File: config.mk
export PLATFORM = sky130hd
export DESIGN_NAME = clk_div_gen
export DESIGN_NICKNAME = d
export VERILOG_FILES = /design/src/rtl/clk_div_gen.sv
export SDC_FILE = /design/constraint.sdc
export NUM_CORES = 1
export LEC_CHECK = 0
export CAP_MARGIN = 20
export CORE_ASPECT_RATIO = 0.6
export CORE_MARGIN = 3
export CORE_UTILIZATION = 50
export CTS_BUF_LIST = sky130_fd_sc_hd__clkbuf_8
export CTS_CLUSTER_SIZE = 14
export DETAILED_ROUTE_END_ITERATION = 8
export PLACE_DENSITY = 0.69
export SYNTH_ARGS = -nofsm -noshare
export SYNTH_HDL_FRONTEND = slang
export SYNTH_SLANG_ARGS = --single-unit
File: constraint.sdc
create_clock -name clk_50m -period 4.33 [get_ports clk_50m]
set_input_delay 0.6495 -clock clk_50m [delete_from_list [all_inputs] [get_ports clk_50m]]
set_output_delay 0.6495 -clock clk_50m [all_outputs]
set_load 0.02 [all_outputs]
File: src/rtl/clk_div_gen.sv
// Multi-channel programmable clock divider with shadowed divisors, global phase sync and
// write validation. Latency: outputs are registered with each counter. cfg_err is one cycle after the strobe.
module clk_div_gen #(
  parameter int NUM_CH  = 2,
  parameter int DIV_W   = 8,
  parameter int DEF_DIV = 5
) (
  input  logic              clk_50m,
  input  logic              rst,
  input  logic [NUM_CH-1:0] ch_en,
  input  logic              sync,
  input  logic              cfg_wr,
  input  logic [2:0]        cfg_ch,
  input  logic [DIV_W-1:0]  cfg_div,
  output logic [NUM_CH-1:0] clk_out,
  output logic [NUM_CH-1:0] tick,
  output logic              cfg_err
);

  localparam logic [DIV_W-1:0] DEF_N = DIV_W'(DEF_DIV);
  localparam logic [DIV_W-1:0] ONE   = DIV_W'(1);

  logic wr_ok;
  assign wr_ok = cfg_wr && (32'(cfg_ch) < NUM_CH) && (cfg_div >= DIV_W'(2));

  always_ff @(posedge clk_50m) begin
    if (rst) begin
      cfg_err <= 1'b0;
    end else begin
      cfg_err <= cfg_wr && !wr_ok;
    end
  end

  for (genvar g = 0; g < NUM_CH; g++) begin : g_ch
    logic [DIV_W-1:0] cnt, n_act, n_shd;
    logic [DIV_W-1:0] cnt_nxt, n_nxt, s_nxt;
    logic             wr_hit, wrap, clk_r, tick_r;

    // A write forwards straight into N whenever N reloads on the same edge.
    // Reload happens on wrap, on sync, or on every disabled cycle.
    always_comb begin
      wr_hit  = wr_ok && (cfg_ch == 3'(g));
      s_nxt   = wr_hit ? cfg_div : n_shd;
      wrap    = (cnt == n_act - ONE);
      cnt_nxt = '0;
      n_nxt   = s_nxt;
      if (ch_en[g] && !sync && !wrap) begin
        cnt_nxt = cnt + ONE;
        n_nxt   = n_act;
      end
    end

    // Outputs are computed from next-state values so they stay aligned with cnt.
    always_ff @(posedge clk_50m) begin
      if (rst) begin
        cnt    <= '0;
        n_act  <= DEF_N;
        n_shd  <= DEF_N;
        clk_r  <= 1'b0;
        tick_r <= 1'b0;
      end else begin
        cnt    <= cnt_nxt;
        n_act  <= n_nxt;
        n_shd  <= s_nxt;
        clk_r  <= ch_en[g] && (cnt_nxt >= (n_nxt >> 1));
        tick_r <= ch_en[g] && (cnt_nxt == n_nxt - ONE);
      end
    end

    assign clk_out[g] = clk_r;
    assign tick[g]    = tick_r;
  end

endmodule
==> metrics.yaml, run 1 <==
path_delay_family: "simple AND/OR/NAND/NOR gates"
vias_per_cell: 5.662
dr_wl_met2_um: 3016
ys_ff: 53
tool_warnings: 26
rsz0062_at_grt: "false"
antenna_found_initial: 0
cts.path.max_buffers: 2
fin_area_um2: 3994
gr-total-overflow: 0
worst-path-stages: 15
cpPeakStageDelay_ns: 0.52
coreArea_um2: 6792
clk_latency_ns: 0.31
simple_gate_area_share_pct: 24.95
place.detailed.hpwl_um: 6869
max-vdd-ir-drop_uv: 119.8
cts_setup_buffers: 0
rows: 23
ys_cells: 428
worstHoldStart: "g_ch[1].cnt[0]"
maxSlewHeadroom_pct: 60.05
drt-initial-drc-count: 238
cts-resized-gates: 0
topCellsByArea: "dfxtp_1 30%, xnor2_1 8.4%, nor2_1 7.7%, ha_1 7.0%, mux2i_1 6.2%"
synthDistinctLibCells: 52
max-cap-violations: 0
fin_ws_ns: 0.3544
die_area_um2: 8182
path_buffers: 1
drive_gt1_share_pct: 9.912
hold_viol: 0
drc_errors: 0
path_class: "in2reg"
aoi_share_pct: 10.54
status: "complete, no violations"
r2r_end: "g_ch[0].tick_r"
root_buffer: "clkbuf_8"
finClkSkew_ns: 0.006349
fp.dieW_um: 114.8
crit_arrival_ns: 4.20
## run 1: cells by family (layout without fill, tap and decap cells)
kind of cell | after synthesis | count (layout)
AND-OR/OR-AND | 55 | 55
XOR/XNOR | 55 | 55
adder cells (fa/ha/maj) | 20 | 20
buffers and inverters | 38 | 64
flip-flops | 53 | 53
multiplexers | 29 | 29
AND/OR/NAND/NOR | 178 | 178
## run 1: registers in the layout (all words and copies together), names as in the netlist
name and count:
g_ch.n_act 16, g_ch.tick_r 2, cfg_err 1, g_ch.clk_r 2, g_ch.n_shd 16, g_ch.cnt 16
## run 1: area by class of cell
cell class,count,area (µm²)
fill,624,2798
multi-input combinational,337,2328
sequential,53,1061
timing repair buffer,40,352.8
tap,87,108.9
clock buffer,5,68.82
inverter,16,60.06
clock inverter,3,13.76
## run 1: cell usage in the layout (no fill, tap or decap), types with 16 or more instances in the layout
cell type        netlist  routed
buf_4                  5      19
clkdlybuf4s50_1        0      21
dfxtp_1               53      53
ha_1                  20      20
inv_1                 16      17
mux2i_1               22      22
nand2_1               25      25
nor2_1                73      73
o21ai_0               16      16
xnor2_1               34      34
xor2_1                20      20
## run 1: per-layer routing
metal / global-route usage (%) / vias up
li1: - / 1507
met5: 0 / -
met2: 28.11 / 111
met4: 4.036 / 0
met3: 4.135 / 9
met1: 38.07 / 1436
## run 1: synth_stat cells (12+ instances only)
cell type	count
ha_1	20
dfxtp_1	53
nor3_1	12
xnor2_1	34
nand2_1	25
mux2i_1	22
nand2b_1	13
inv_1	16
nor2b_1	12
nor2_1	73
o21ai_0	16
clkbuf_1	12
xor2_1	20
## run 1: power by group
group          total, W  switching [W]  internal, W
Combinational  0.000223       0.000120     0.000103
Sequential     0.000522      0.0000201     0.000502
Clock          0.000273       0.000163     0.000110
### Signal wires on met3, run 1

Drawn at 6 px/µm. Cells faint in the background.
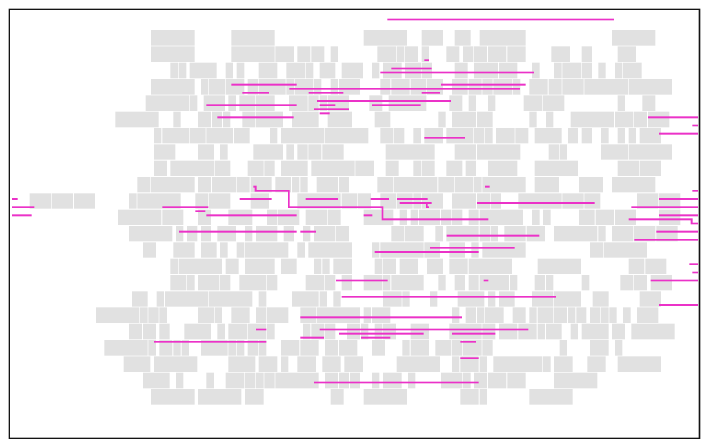
share of all routed wire: 7.8%
wire length on this layer: 674 µm
total wire length: 8636 µm
via count: 3063
GR Util met3: 4.135%

### Routed metal per tile, run 1

Drawn at 4 px/µm. The die is cut into 23 by 14 equal tiles; dark blue is low, red is high, scaled to the fullest tile. Values are wire area over tile area, all layers added.
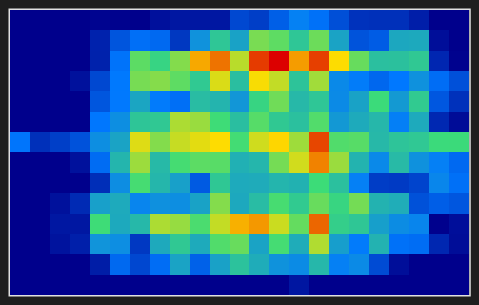
mean over tiles: 0.17
fullest tile: 0.59
tiles over half the peak: 21%
nearly empty tiles: 23%
emptiest ninth of the die: top left
densest ninth of the die: middle
all-layer global routing usage: 22.31%
Routed WL per cell: 15.96 µm

### Routing congestion map, run 1

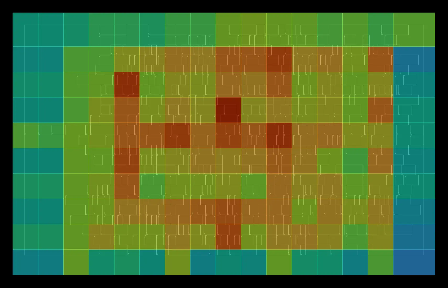
Final Core Density: 58.81%
most used routing layer: met1
met1 GRT Util: 38.07%

==> run 2, diff against run 1 <==
- SLEW_MARGIN: unset -> 30
### Routed metal per tile, run 2

Drawn at 4 px/µm. The die is cut into 23 by 14 equal tiles; dark blue is low, red is high, scaled to the fullest tile. Values are wire area over tile area, all layers added.
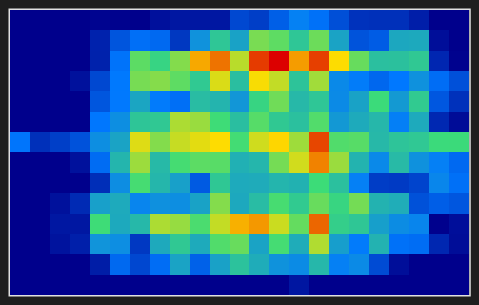
tiles over half the peak: 21%
emptiest ninth of the die: top left
nearly empty tiles: 23%

### Met2 routing, run 2

Drawn at 6 px/µm. Cells faint in the background.
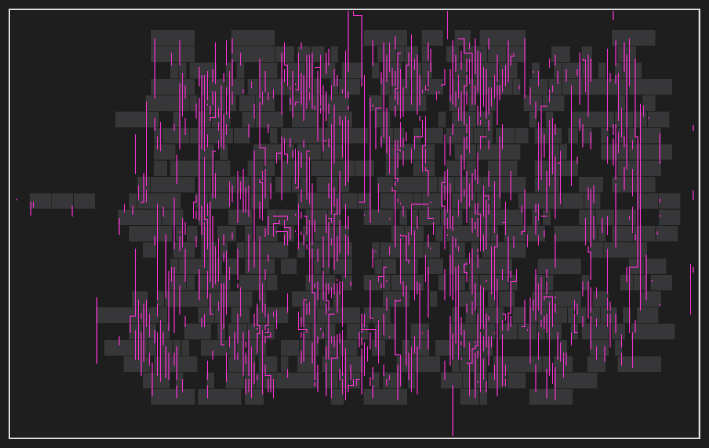
share of all routed wire: 35%
wire length on this layer: 3020 µm
main direction: vertical
nets with wire on the layer: 404
met2 usage: 28.11%

==> run 2 against run 1 <==
Compared with the run above: clock skew did not move; register-to-register slack barely moved; non-clock buffer count did not move; sequential power barely moved; cell area did not move; worst setup slack did not move; combinational power barely moved; largest power group unchanged; critical path depth did not move; global-route usage did not move; synthesized cell count did not move.
==> metrics.yaml, run 2 <==
rsz0062_at_grt: "false"
rows: 23  # unchanged
use_met3_pct: 4.135  # unchanged
seq_area_um2: 1061  # unchanged
common_cells: "73 x nor2_1, 53 x dfxtp_1, 34 x xnor2_1"
clk_latency_ns: 0.31  # about the same
gr-total-overflow: 0  # unchanged
r2r_end: "g_ch[0].tick_r"
coreArea_um2: 6792  # unchanged
max-vdd-ir-drop_uv: 119.8  # unchanged
die_area_um2: 8182  # unchanged
status: "complete, no violations"
synthDistinctLibCells: 52  # unchanged
wirelength_um: 8636  # unchanged
vias_per_cell: 5.662  # unchanged
path_class: "in2reg"
root_buffer: "clkbuf_8"
num-fill-cells: 624  # unchanged
place.detailed.hpwl_um: 6869  # unchanged
drive_gt1_share_pct: 9.912  # unchanged
antenna_found_initial: 0  # unchanged
ys_ff: 53  # unchanged
crit_arrival_ns: 4.20  # about the same
grt_busiest_layer: "met1"
worstHoldStart: "g_ch[1].cnt[0]"
cts.path.max_buffers: 2  # unchanged
vias: 3063  # unchanged
maxSlewHeadroom_pct: 60.05  # unchanged
tool_warnings: 26  # unchanged
grt_use_total_pct: 22.31  # unchanged
cts_setup_buffers: 0  # unchanged
### Routing congestion map, run 2

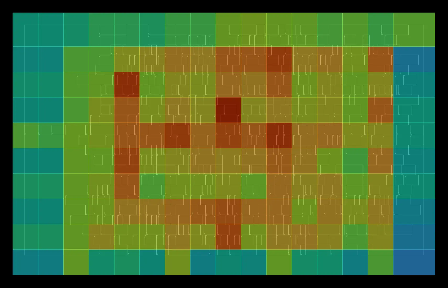

## run 2: cell counts after synthesis
Identical to the previous run, type by type.
## run 2: critical path, cell delays in order
cell and delay, ns:
clkdlybuf4s50_1 0.52, nor4_1 0.38, nand2_1 0.17, o2111ai_2 0.33, mux2_2 0.39, mux2i_1 0.19
ha_1 0.34, nand2_1 0.09, mux2i_1 0.13, nor2_1 0.05, a211oi_1 0.19, a31oi_1 0.06
nor4_1 0.40, a31oi_1 0.14, nor3_1 0.18
## run 2: kinds of logic (layout without fill, tap and decap cells)
| kind of cell | Yosys count | after routing | synth area share (%) |
|---|---|---|---|
| fa+ha+maj | 20 | 20 | 7.047 |
| simple gates | 178 | 178 | 24.95 |
| buf+inv | 38 | 64 | 4.898 |
| mux | 29 | 29 | 8.738 |
| compound gates | 55 | 55 | 10.54 |
| flops | 53 | 53 | 29.88 |
| xor+xnor | 55 | 55 | 13.95 |
## run 2: metrics by stage
stage               worst slack (ns)  power (W)  cell area (µm²)  TNS (ns)  util, %
detailed placement          -0.04591  0.0007513             3905  -0.04591    57.50
finish                        0.3544   0.001018             3994         0    58.81
CTS                           0.2540   0.001023             3988         0    58.71
floorplan                     0.6147  0.0006813             3551         0        -
global placement              0.1581  0.0007477             3905         0    57.50
global route                0.003916   0.001071             3994         0    58.81
## run 2: report_power, final
part | leakage, nW | switching (W) | internal, W | total, W
combinational | 1.21 | 0.000120 | 0.000103 | 0.000223
clock | 0.0491 | 0.000163 | 0.000110 | 0.000273
sequential | 0.430 | 0.0000201 | 0.000502 | 0.000522
total | 1.69 | 0.000303 | 0.000715 | 0.00102
## run 2: final cells by class
type                       instances  area share, %
clock buffer                       5          1.723
clock inverter                     3         0.3446
multi-input combinational        337          58.30
tap                               87          2.726
timing repair buffer              40          8.835
inverter                          16          1.504
sequential                        53          26.57
Power is estimated from default activity; no workload was simulated.
